**config.mk**
```make
export PLATFORM = sky130hd
export DESIGN_NAME = alu_arbiter_flat
export DESIGN_NICKNAME = d
export VERILOG_FILES = /design/src/rtl/alu_arbiter_if.sv /design/src/rtl/alu_arbiter.sv /design/src/flat_wrapper.sv
export SDC_FILE = /design/constraint.sdc
export NUM_CORES = 1
export LEC_CHECK = 0
export CAP_MARGIN = 15
export CORE_MARGIN = 1
export CORE_UTILIZATION = 35
export DETAILED_ROUTE_END_ITERATION = 8
export PLACE_DENSITY_LB_ADDON = 0.25
export SKIP_CTS_REPAIR_TIMING = 1
export SYNTH_ARGS = -nofsm -noshare
export SYNTH_HDL_FRONTEND = slang
export SYNTH_SLANG_ARGS = --single-unit
```
**constraint.sdc**
```tcl
create_clock -name clk -period 1.8 [get_ports clk]
set_input_delay 0.18 -clock clk [delete_from_list [all_inputs] [get_ports clk]]
set_output_delay 0.18 -clock clk [all_outputs]
set_load 0.02 [all_outputs]
```
**src/rtl/alu_arbiter_if.sv**
```systemverilog
// Bundle between the ALU arbiter, its requesters, the shared ALU and the response consumer.
//  req/req_op1/req_op2/req_op : requester levels and packed per-requester operands
//  gnt                        : one-hot grant pulse back to requesters
//  alu_operand1/2, alu_op     : registered drive to the shared ALU
//  alu_result, alu_zero       : combinational return from the ALU
//  rsp_valid/rsp_ready        : response handshake; rsp_id/result/zero/err are its payload
//  busy                       : arbiter is not idle
// slave = arbiter side, master = environment side (requesters, ALU, consumer).
interface alu_arbiter_if #(
  parameter int unsigned NREQ  = 4,
  parameter int unsigned WIDTH = 8,
  parameter int unsigned OPW   = 3,
  parameter int unsigned IDW   = 2
);
  logic [NREQ-1:0]       req;
  logic [NREQ*WIDTH-1:0] req_op1;
  logic [NREQ*WIDTH-1:0] req_op2;
  logic [NREQ*OPW-1:0]   req_op;
  logic [NREQ-1:0]       gnt;
  logic [WIDTH-1:0]      alu_operand1;
  logic [WIDTH-1:0]      alu_operand2;
  logic [OPW-1:0]        alu_op;
  logic [WIDTH-1:0]      alu_result;
  logic                  alu_zero;
  logic                  rsp_valid;
  logic                  rsp_ready;
  logic [IDW-1:0]        rsp_id;
  logic [WIDTH-1:0]      rsp_result;
  logic                  rsp_zero;
  logic                  rsp_err;
  logic                  busy;

  modport slave (
    input  req, req_op1, req_op2, req_op, alu_result, alu_zero, rsp_ready,
    output gnt, alu_operand1, alu_operand2, alu_op,
           rsp_valid, rsp_id, rsp_result, rsp_zero, rsp_err, busy
  );

  modport master (
    output req, req_op1, req_op2, req_op, alu_result, alu_zero, rsp_ready,
    input  gnt, alu_operand1, alu_operand2, alu_op,
           rsp_valid, rsp_id, rsp_result, rsp_zero, rsp_err, busy
  );
endinterface

```
**src/rtl/alu_arbiter.sv**
```systemverilog
// Round-robin arbiter sharing one combinational ALU between NREQ requesters.
// One operation at a time: IDLE (grant + latch operands) -> EXEC (ALU settles,
// result captured) -> RESP (valid/ready handshake tagged with requester id).
// Ports:
//  clk    : rising-edge clock
//  rst_n  : asynchronous active-low reset; discards any in-flight operation
//  bus    : alu_arbiter_if slave modport (requests, grant, ALU drive/return, response)
module alu_arbiter #(
  parameter int unsigned NREQ  = 4,
  parameter int unsigned WIDTH = 8,
  parameter int unsigned OPW   = 3,
  parameter int unsigned IDW   = 2
) (
  input  logic         clk,
  input  logic         rst_n,
  alu_arbiter_if.slave bus
);

  // First op code the ALU does not implement (ADD/SUB/AND/OR occupy 0..3).
  localparam int unsigned FIRST_BAD_OP = 4;

  typedef enum logic [1:0] {
    IDLE = 2'd0,
    EXEC = 2'd1,
    RESP = 2'd2
  } state_e;

  state_e state_q, state_d;

  logic [IDW-1:0]   ptr_q;
  logic [IDW-1:0]   id_q;
  logic [IDW-1:0]   pick_idx;
  logic             pick_valid;
  logic [WIDTH-1:0] op1_q;
  logic [WIDTH-1:0] op2_q;
  logic [OPW-1:0]   op_q;
  logic [WIDTH-1:0] rsp_result_q;
  logic             rsp_zero_q;
  logic             rsp_err_q;
  logic             load_en;
  logic             capture_en;
  logic             release_en;
  logic             op_bad;
  logic [NREQ-1:0]  gnt_c;

  logic [WIDTH-1:0] op1_arr [NREQ];
  logic [WIDTH-1:0] op2_arr [NREQ];
  logic [OPW-1:0]   op_arr  [NREQ];

  // Index a + k modulo NREQ; a < NREQ and k <= NREQ, so one subtraction suffices.
  function automatic logic [IDW-1:0] wrap_add(input logic [IDW-1:0] a, input int unsigned k);
    int unsigned s;
    s = 32'(a) + k;
    if (s >= NREQ) s = s - NREQ;
    return IDW'(s);
  endfunction

  // Unpack the flat per-requester operand buses.
  for (genvar i = 0; i < NREQ; i++) begin : g_unpack
    assign op1_arr[i] = bus.req_op1[i*WIDTH +: WIDTH];
    assign op2_arr[i] = bus.req_op2[i*WIDTH +: WIDTH];
    assign op_arr[i]  = bus.req_op[i*OPW +: OPW];
  end

  // Round-robin pick: first active request scanning upward from ptr.
  always_comb begin
    pick_valid = 1'b0;
    pick_idx   = '0;
    for (int unsigned k = 0; k < NREQ; k++) begin
      if (!pick_valid && bus.req[wrap_add(ptr_q, k)]) begin
        pick_valid = 1'b1;
        pick_idx   = wrap_add(ptr_q, k);
      end
    end
  end

  // Grant is a same-cycle pulse; held low while reset is asserted.
  always_comb begin
    gnt_c = '0;
    if (rst_n && (state_q == IDLE) && pick_valid) gnt_c[pick_idx] = 1'b1;
  end

  // State register.
  always_ff @(posedge clk or negedge rst_n) begin
    if (!rst_n) state_q <= IDLE;
    else        state_q <= state_d;
  end

  // Next-state and datapath enables.
  always_comb begin
    state_d    = state_q;
    load_en    = 1'b0;
    capture_en = 1'b0;
    release_en = 1'b0;
    case (state_q)
      IDLE: begin
        if (pick_valid) begin
          load_en = 1'b1;
          state_d = EXEC;
        end
      end
      EXEC: begin
        capture_en = 1'b1;
        state_d    = RESP;
      end
      RESP: begin
        if (bus.rsp_ready) begin
          release_en = 1'b1;
          state_d    = IDLE;
        end
      end
      default: state_d = IDLE;
    endcase
  end

  // Latched request: drives the ALU for the whole operation.
  always_ff @(posedge clk or negedge rst_n) begin
    if (!rst_n) begin
      op1_q <= '0;
      op2_q <= '0;
      op_q  <= '0;
      id_q  <= '0;
    end else if (load_en) begin
      op1_q <= op1_arr[pick_idx];
      op2_q <= op2_arr[pick_idx];
      op_q  <= op_arr[pick_idx];
      id_q  <= pick_idx;
    end
  end

  assign op_bad = (32'(op_q) >= FIRST_BAD_OP);

  // Response capture; unsupported ops never look at the (undefined) ALU output.
  always_ff @(posedge clk or negedge rst_n) begin
    if (!rst_n) begin
      rsp_result_q <= '0;
      rsp_zero_q   <= 1'b0;
      rsp_err_q    <= 1'b0;
    end else if (capture_en) begin
      if (op_bad) begin
        rsp_result_q <= '0;
        rsp_zero_q   <= 1'b1;
        rsp_err_q    <= 1'b1;
      end else begin
        rsp_result_q <= bus.alu_result;
        rsp_zero_q   <= bus.alu_zero;
        rsp_err_q    <= 1'b0;
      end
    end
  end

  // Pointer moves past the served requester only once its response is taken.
  always_ff @(posedge clk or negedge rst_n) begin
    if (!rst_n)          ptr_q <= '0;
    else if (release_en) ptr_q <= wrap_add(id_q, 1);
  end

  assign bus.gnt          = gnt_c;
  assign bus.alu_operand1 = op1_q;
  assign bus.alu_operand2 = op2_q;
  assign bus.alu_op       = op_q;
  assign bus.rsp_valid    = (state_q == RESP);
  assign bus.rsp_id       = id_q;
  assign bus.rsp_result   = rsp_result_q;
  assign bus.rsp_zero     = rsp_zero_q;
  assign bus.rsp_err      = rsp_err_q;
  assign bus.busy         = (state_q != IDLE);

endmodule

```
**src/flat_wrapper.sv**
```systemverilog
// flat-port wrapper written by rule: the top's interface ports become plain ports
module alu_arbiter_flat 
#(
  parameter int unsigned NREQ  = 4,
  parameter int unsigned WIDTH = 8,
  parameter int unsigned OPW   = 3,
  parameter int unsigned IDW   = 2
)
  (clk, rst_n, bus_req, bus_req_op1, bus_req_op2, bus_req_op, bus_alu_result, bus_alu_zero, bus_rsp_ready, bus_gnt, bus_alu_operand1, bus_alu_operand2, bus_alu_op, bus_rsp_valid, bus_rsp_id, bus_rsp_result, bus_rsp_zero, bus_rsp_err, bus_busy);
  alu_arbiter_if #(.NREQ(NREQ), .WIDTH(WIDTH), .OPW(OPW), .IDW(IDW)) bus_i ();
  input  logic clk;
  input  logic rst_n;
  input wire logic [$bits(bus_i.req)-1:0] bus_req;
  input wire logic [$bits(bus_i.req_op1)-1:0] bus_req_op1;
  input wire logic [$bits(bus_i.req_op2)-1:0] bus_req_op2;
  input wire logic [$bits(bus_i.req_op)-1:0] bus_req_op;
  input wire logic [$bits(bus_i.alu_result)-1:0] bus_alu_result;
  input wire logic [$bits(bus_i.alu_zero)-1:0] bus_alu_zero;
  input wire logic [$bits(bus_i.rsp_ready)-1:0] bus_rsp_ready;
  output wire logic [$bits(bus_i.gnt)-1:0] bus_gnt;
  output wire logic [$bits(bus_i.alu_operand1)-1:0] bus_alu_operand1;
  output wire logic [$bits(bus_i.alu_operand2)-1:0] bus_alu_operand2;
  output wire logic [$bits(bus_i.alu_op)-1:0] bus_alu_op;
  output wire logic [$bits(bus_i.rsp_valid)-1:0] bus_rsp_valid;
  output wire logic [$bits(bus_i.rsp_id)-1:0] bus_rsp_id;
  output wire logic [$bits(bus_i.rsp_result)-1:0] bus_rsp_result;
  output wire logic [$bits(bus_i.rsp_zero)-1:0] bus_rsp_zero;
  output wire logic [$bits(bus_i.rsp_err)-1:0] bus_rsp_err;
  output wire logic [$bits(bus_i.busy)-1:0] bus_busy;
  assign bus_i.req = bus_req;
  assign bus_i.req_op1 = bus_req_op1;
  assign bus_i.req_op2 = bus_req_op2;
  assign bus_i.req_op = bus_req_op;
  assign bus_i.alu_result = bus_alu_result;
  assign bus_i.alu_zero = bus_alu_zero;
  assign bus_i.rsp_ready = bus_rsp_ready;
  assign bus_gnt = bus_i.gnt;
  assign bus_alu_operand1 = bus_i.alu_operand1;
  assign bus_alu_operand2 = bus_i.alu_operand2;
  assign bus_alu_op = bus_i.alu_op;
  assign bus_rsp_valid = bus_i.rsp_valid;
  assign bus_rsp_id = bus_i.rsp_id;
  assign bus_rsp_result = bus_i.rsp_result;
  assign bus_rsp_zero = bus_i.rsp_zero;
  assign bus_rsp_err = bus_i.rsp_err;
  assign bus_busy = bus_i.busy;
  alu_arbiter #(.NREQ(NREQ), .WIDTH(WIDTH), .OPW(OPW), .IDW(IDW)) u_core (.clk(clk), .rst_n(rst_n), .bus(bus_i));
endmodule
```
flops_by_reg.png
Other sequential cells in the stronger grey, the rest of the logic in the fainter grey.
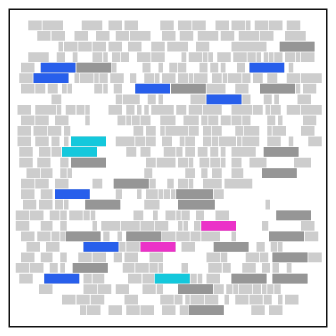
| signal | colour | placed flops |
|---|---|---|
| u_core.bus.alu_op | cyan | 3 |
| u_core.bus.alu_operand2 | blue | 8 |
| u_core.state_q | magenta | 2 |
not coloured: 22
Util after Layout: 64.76%
Seq. pwr: 1.42 mW
Seq area share: 22.51%

io_placement.png
Pins as bars across the die edge, other pins in grey.
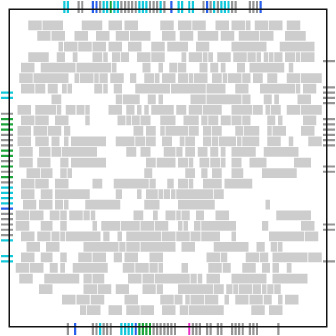
| port | colour | pins | direction | edge |
|---|---|---|---|---|
| bus_req_op | green | 12 | input | 7 left, 4 bottom, 1 top |
| bus_rsp_valid | magenta | 1 | output | bottom |
| bus_alu_operand2 | blue | 8 | output | 5 top, 2 bottom, 1 left |
| bus_req_op2 | cyan | 32 | input | 18 top, 9 left, 5 bottom |
all pins by edge: 44 top, 40 bottom, 29 left, 16 right
die x size: 81.50 µm
die height: 81.50 µm
# port buffers: 128

clk_routes.png
Bar = 20 µm.
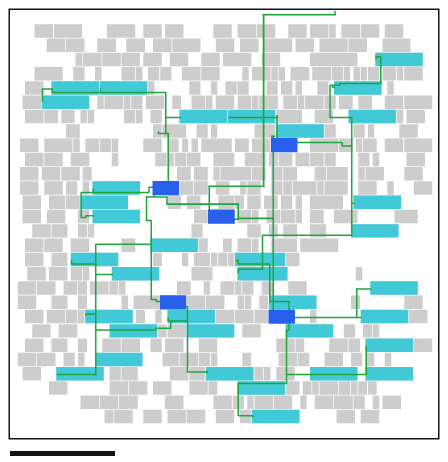
[flip-flops] cyan | count: 35
[clock wires] green | length: 526 µm
[clock drivers] blue | count: 5
flops lie: spread over the die
clock power share: 10.0%
skew final: 0.005917 ns
clk pwr: 589 µW
worst skew pair latency: 0.29 ns

==> CHANGELOG.md <==
## Implementation

- Sequential area share after synthesis: 39.59%
- Number of global-route vias before repair: 2385
- Register area: 878.3 µm²
- Flops out of synthesis: 35
- Synth area leader: dfrtp_1
- Comb. pwr: roughly 3.9 mW
- Non-clock buffer share: 40.69%
- Ys cells: 252
- Sw Share: about two fifths
- Post-Syn Nets: about 340
- Post-route insts no fill: 476
- Routed wl met2: 3596 µm
- WHS: roughly 0.28 ns
- Invs w/o clock: 5
- Layout area overhead: 76.41%
- Peak VDD IR: between 0.7 and 0.8 mV
- Register-to-register setup slack: between 0.002 and 0.0025 ns
- GRT met2 Usage: 37.33%
- Post-synth ARST share: 100.0%
- Metal3 WL: 321 µm
- Row count: 28
- Vias per Instance: 5.109
- Top power group: combinational logic
- Gpl congestion: approximately 0.77
- Delay-heaviest family, CP: AND-OR/OR-AND gates
- Fillers: 523
- Combinational share of cell area: 31.68%
- Setup tns final: 0 ns
- Signal buffers: 164
- # diodes: 0
- Dpl ws: -0.4083 ns
- Simple-Gate Area Share: ~21%
- Mapped cell area: about 2200 µm²
- ClkCell Share: 2.244%
- Worst Hold Class: in2async
- Routed via count: 2432
- Critical path destination: u_core.bus.alu_operand2[2]
- Fraction of layout cells with a size suffix above 1: 17.71%
- Mux share: approximately 12%
- Cell Pwr Density: 1506 nW/µm²
- Startpoint types: flip-flop
- Xor+xnor area frac: 0.3959%
- Max_cap viols: 0
- Grt ovf: 0
- Power, Total: 5.878 mW
- Synth warnings: 0
- IO Count: 129
- Logic gate share of total power: 65.8%
- Flop Count: 35
- Aoi share: 21.78%
- R2R depth: 6
- Total CTS buffers: 5
- F_max: 556.2 MHz
- Top cells by count: 37 x nor2_1, 35 x dfrtp_1, 27 x nand2_1
- Initial antenna violation count: 0
- Synth top area cells: dfrtp_1 40%, mux2_4 7.5%, nor2_1 6.3%
- RSZ-0062 raised after global routing: yes
- MI comb area: 1236 µm²
- Largest logic family: AND-OR/OR-AND gates
- Largest net degree at the start of global routing: 25
- Max FO, Critical Path: 4
- CP Depth: 6
- Leak: ~1.7 nW
- Distinct lib cells: 32
- Top layer in use: met4
- FF-to-FF End: u_core.bus.alu_operand2[2]
- Routed wire per std cell: 14.62 µm
- Post-route setup slack: around 0.0022 ns
- Worst EP arrival: 1.98 ns
- Met3 GRT Util: about 4.6%
- Die area: 6642 µm²
- Max-area cell share: 39.59%
- RR Startpoint: u_core.ptr_q[1]
- Sequential Power Share: 24.1%
- Detailed Route WL: 6959 µm
- Met1 Track Usage GR: 25.68%
- Global-route wire length before repair: 10810 µm
- Most numerous cell in the Yosys netlist: nor2_1
- Synthesized area per cell: 8.778 µm²
- DPL Wire Length: 5419 µm
- WP buf/inv: 1
- Final Max Tran Viols: 0
- Internal power: 3.457 mW
- Status: finished clean
- CLK BUF: 6
- # clock sinks: 35
- Clk buf depth: 2
- Pre-antenna DRT Iters: 4
- Max incr delay on CP: 0.43 ns
- Final hold vios: 0
- Relative slew slack: slightly above 80%
- Most Crowded Layer GR: met2
- Fp util: 36.71%
- Required time worst endpoint: 1.99 ns
- Tmin final: around 1.8 ns
- GRT Resource Usage Total: 21.49%
- Final setup fails: 0
- Worst-path cell chain: nand2b_4, and3_4, a211o_4, clkbuf_16, mux2_4, a21o_1
- Yosys synthesis chip area: 2212 µm²
- Adder Share, Synth: 0%
- Core area: 6026 µm²
- Antenna viol nets, final: 0
- Critical path's slowest cell: dfrtp_2
- Worst Setup End Kind: flip-flop
- Total Nets Final: ~490
- #MultiIn Comb: 190
- # DRC: 0
- Crit Path Class: reg2reg
- CTS tree: built
- Placed Cells incl. Taps: around 460
- M1 WL: ~2900 µm
- Cells after Synth: between 200 and 300
- Tool Warnings: 27
- Clk root buf: clkbuf_8
- N_taps: 75
- Main synth FF type: dfrtp_1
- DRT iter0 DRCs: 110
- EDFF count, synth: 0
- Post-route cell area: 3902 µm²
- Placed cell area: 3717 µm²
- Largest cell class by area: non-clock buffers
- Crit. Startpoint: u_core.ptr_q[1]
- H-Tree Depth: 2
- Slew @ Worst Pin: 0.2676 ns
- Clock transition at path regs: roughly 0.070 ns
- Final period util: 99.88%
- Switching power: 2.421 mW
-- placed cells by master, fill, tap and decap left out, types with 7 or more instances in the layout --
| cell | Yosys | final |
|---|---|---|
| dfrtp_1 | 35 | 33 |
| a31oi_1 | 11 | 11 |
| nand4_1 | 11 | 11 |
| nor2_1 | 37 | 37 |
| o21ai_0 | 22 | 21 |
| clkdlybuf4s50_1 | 0 | 120 |
| a221oi_1 | 8 | 8 |
| nand2b_1 | 11 | 11 |
| nand2_1 | 27 | 27 |
| mux2i_1 | 8 | 7 |
| o22ai_1 | 10 | 9 |
| a21o_1 | 12 | 12 |
| buf_4 | 1 | 32 |
| mux2_4 | 11 | 11 |
Power and IR drop assume default switching activity.
